===== src/rtl/vertical_skew_feeder_pkg.sv =====
// vsf_pkg: shared defaults, FSM state type and counter sizing for the vertical skew feeder.
package vsf_pkg;
    localparam int COLS_DEF = 16;
    localparam int DW_DEF   = 8;

    typedef enum logic [1:0] {IDLE, STREAM, FLUSH} state_e;

    function automatic int cnt_width(input int cols);
        return $clog2(cols + 1);
    endfunction
endpackage


===== src/rtl/vertical_skew_feeder_skew_line.sv =====
// skew_line: shift-enabled (valid, byte) delay line; the last stage is the column head.
module skew_line #(
    parameter int DEPTH = 1,
    parameter int DW    = 8
) (
    input  logic          clk_i,
    input  logic          rst_ni,
    input  logic          en_i,
    input  logic          valid_i,
    input  logic [DW-1:0] data_i,
    output logic          valid_o,
    output logic [DW-1:0] data_o
);
    logic [DEPTH-1:0]         v_q;
    logic [DEPTH-1:0][DW-1:0] d_q;

    // Bubbles carry a zero byte so the head reads 0 whenever it is invalid.
    always_ff @(posedge clk_i or negedge rst_ni) begin
        if (!rst_ni) begin
            v_q <= '0;
            d_q <= '0;
        end else if (en_i) begin
            v_q[0] <= valid_i;
            d_q[0] <= valid_i ? data_i : '0;
            for (int i = 1; i < DEPTH; i++) begin
                v_q[i] <= v_q[i-1];
                d_q[i] <= d_q[i-1];
            end
        end
    end

    assign valid_o = v_q[DEPTH-1];
    assign data_o  = d_q[DEPTH-1];
endmodule


===== src/rtl/vertical_skew_feeder.sv =====
// vertical_skew_feeder: writes row vectors diagonally skewed into per-column FIFOs,
// all columns advancing in lockstep so the wavefront survives backpressure.
module vertical_skew_feeder
    import vsf_pkg::*;
#(
    parameter int COLS = COLS_DEF,
    parameter int DW   = DW_DEF
) (
    input  logic                     clk_i,
    input  logic                     rst_ni,
    input  logic                     row_valid_i,
    output logic                     row_ready_o,
    input  logic [COLS*DW-1:0]       row_data_i,
    input  logic                     row_last_i,
    input  logic [COLS-1:0]          fifo_wready_i,
    output logic [COLS-1:0]          fifo_wvalid_o,
    output logic [COLS-1:0][DW-1:0]  in_col_o,
    output logic                     busy_o,
    output logic                     done_o
);
    localparam int CNT_W = cnt_width(COLS);

    state_e           state_q;
    logic [CNT_W-1:0] cnt_q;
    logic             done_q;
    logic [COLS-1:0]  head_v;
    logic             adv;
    logic             accept;

    // Every occupied head must be writable before any column moves.
    assign adv           = &(~head_v | fifo_wready_i);
    assign row_ready_o   = adv & (state_q != FLUSH) & rst_ni;
    assign accept        = row_valid_i & row_ready_o;
    assign fifo_wvalid_o = head_v & {COLS{adv}};
    assign busy_o        = state_q != IDLE;
    assign done_o        = done_q;

    for (genvar c = 0; c < COLS; c++) begin : g_col
        skew_line #(.DEPTH(c + 1), .DW(DW)) u_line (
            .clk_i   (clk_i),
            .rst_ni  (rst_ni),
            .en_i    (adv),
            .valid_i (accept),
            .data_i  (row_data_i[c*DW +: DW]),
            .valid_o (head_v[c]),
            .data_o  (in_col_o[c])
        );
    end

    // The counter hits zero on the edge that writes the last row into the last column.
    always_ff @(posedge clk_i or negedge rst_ni) begin
        if (!rst_ni) begin
            state_q <= IDLE;
            cnt_q   <= '0;
            done_q  <= 1'b0;
        end else begin
            done_q <= 1'b0;
            if (state_q == FLUSH) begin
                if (adv) begin
                    cnt_q <= cnt_q - 1'b1;
                    if (cnt_q == CNT_W'(1)) begin
                        state_q <= IDLE;
                        done_q  <= 1'b1;
                    end
                end
            end else if (accept) begin
                state_q <= row_last_i ? FLUSH : STREAM;
                if (row_last_i) cnt_q <= CNT_W'(COLS);
            end
        end
    end
endmodule

===== config.mk =====
export PLATFORM = sky130hd
export DESIGN_NAME = vertical_skew_feeder
export DESIGN_NICKNAME = d
export VERILOG_FILES = /design/src/rtl/vertical_skew_feeder_pkg.sv /design/src/rtl/vertical_skew_feeder_skew_line.sv /design/src/rtl/vertical_skew_feeder.sv
export SDC_FILE = /design/constraint.sdc
export NUM_CORES = 2
export LEC_CHECK = 0
export CAP_MARGIN = 10
export CORE_MARGIN = 2
export CORE_UTILIZATION = 25
export CTS_CLUSTER_SIZE = 30
export DETAILED_ROUTE_END_ITERATION = 12
export PLACE_DENSITY_LB_ADDON = 0.05
export REMOVE_ABC_BUFFERS = 1
export SLEW_MARGIN = 20
export SYNTH_ARGS = -nofsm -noshare
export SYNTH_HDL_FRONTEND = slang
export SYNTH_HIERARCHICAL = 1
export SYNTH_SLANG_ARGS = --single-unit

===== constraint.sdc =====
create_clock -name clk_i -period 3.2 [get_ports clk_i]
set_input_delay 0.48 -clock clk_i [delete_from_list [all_inputs] [get_ports clk_i]]
set_output_delay 0.48 -clock clk_i [all_outputs]
set_load 0.005 [all_outputs]

### Cells coloured by instance

Bar = 100 microns.
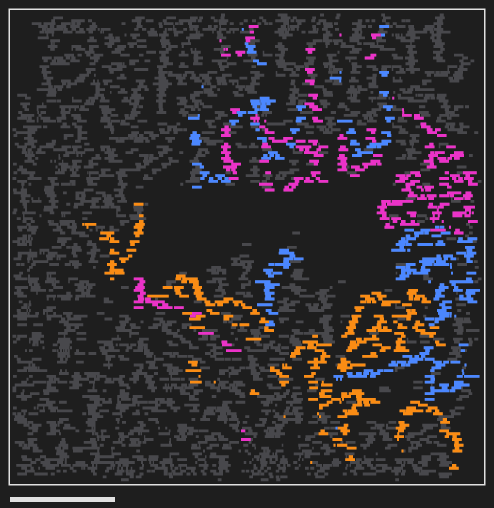
legend:
  magenta:
    instance: g_col[13].u_line
    cells: 269
  orange:
    instance: g_col[15].u_line
    cells: 304
  blue:
    instance: g_col[14].u_line
    cells: 288
not coloured: 2607

==> results.json <==
{
  "outcome": "finished, final reports clean",
  "layout_top_cell": "dfrtp_1",
  "endpoint_kind": "output port",
  "swShare_pct": 31.36,
  "synth.mux.area_fraction_pct": 28.57,
  "wl_met1_microns": 40720,
  "fp_util_pct": 25.15,
  "grt_pass1_vias": 27040,
  "tritoncts": "done",
  "yosys.stat.seqShare_pct": 62.15,
  "grt_first_pass_wirelength_microns": 155400,
  "viasPerCell": 3.958,
  "cp_slowest_stage_delay_ps": 440,
  "area_leaders": "dfrtp_1 62%, mux2_4 15%, mux2_2 14%",
  "busiest_layer": "met2",
  "slowest_stage": "dfrtp_2",
  "cp.required_ps": 2720,
  "dr_wl_met3_microns": 3821,
  "leakage_nw": 29.01,
  "clk_pin_slew_ps": 60,
  "endpoint": "fifo_wvalid_o[7]",
  "drc": 0,
  "finalClockPeriodUsage_pct": 93.67,
  "synthAdderAreaFrac_pct": 0.05045,
  "syn_avg_cell_area_sq_um": 16.12,
  "path_depth": 8,
  "hold_viol": 0,
  "ys_top_cells_by_count": "1232 x dfrtp_1, 604 x mux2_2, 487 x mux2_4",
  "die_h_microns": 449.4,
  "regArea_sq_mm": 0.03083,
  "clk_path_buf_depth": 3,
  "log.warning_count": 35,
  "yosysTopAreaCell": "dfrtp_1",
  "seq_cell_count": 1232,
  "final_area_sq_mm": 0.06024,
  "power_leader": "combinational logic",
  "xor_area_share_pct": 0,
  "nets": 3503,
  "diodes": 1,
  "grt_overflow": 0,
  "synth_area_sq_mm": 0.04960,
  "crit_fanout": 11,
  "clk_share_pct": 8.466,
  "p_int_mw": 46.13,
  "tns_ps": 0,
  "fin_skew_ps": 22.41,
  "comb_cells": 1419,
  "core_sq_mm": 0.1972,
  "syn_inst": 3078,
  "place.gp.congestion": 0.6785,
  "path_common_cell": "buf_12",
  "inv_count": 136,
  "setup_viol": 0,
  "port_buffers": 294,
  "comb_area_share_pct": 26.52,
  "seq_power_share_pct": 34.5,
  "power_mw": 67.20,
  "routed_wl_microns": 93720,
  "first_pass_iters": 4,
  "use_met2_pct": 15.79,
  "max_cap_viol_count": 0,
  "synthArstFlopShare_pct": 100.0,
  "r2r_end": "g_col[15].u_line/d_q[109]",
  "synth_chip_area_sq_mm": 0.04960,
  "clockBufferCount": 247,
  "grt_util_met1_pct": 11.64,
  "sh_seq_area_pct": 51.18,
  "startpoint": "g_col[12].u_line/v_q[12]",
  "synth.cellmix.simpleShare_pct": 1.882,
  "final_cell_mix": "1230 x dfrtp_1, 604 x mux2_2, 487 x mux2_4",
  "cts_repair_resize_count": 27,
  "htreeDepth": 4,
  "die_w_microns": 449.4,
  "edf_count": 0,
  "cts_sinks": 1232,
  "synth_top_area_share_pct": 62.15,
  "crit_arrival_ps": 2520,
  "relSlewSlack_pct": 38.25,
  "reg2reg_depth": 10,
  "detail-route-antenna-nets": 0,
  "clockRootBuffer": "clkbuf_16",
  "track_usage_pct": 9.470,
  "logic_family": "multiplexers",
  "fin_util_pct": 30.54,
  "p_clk_mw": 17.3,
  "pg_seq_mw": 23.2,
  "grt_setup_unrepaired": "no",
  "ir_drop_mv": 0.9530,
  "crit_buf_inv": 4,
  "use_met3_pct": 2.415,
  "rows": 163,
  "post_cts_buffers": 3,
  "place_area_sq_mm": 0.05504,
  "dpl.hpwl_microns": 56050
}
### M2 wires

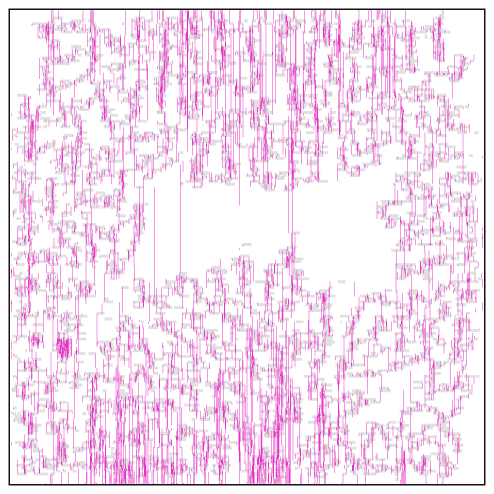
share of all routed wire: 49%
main direction: vertical

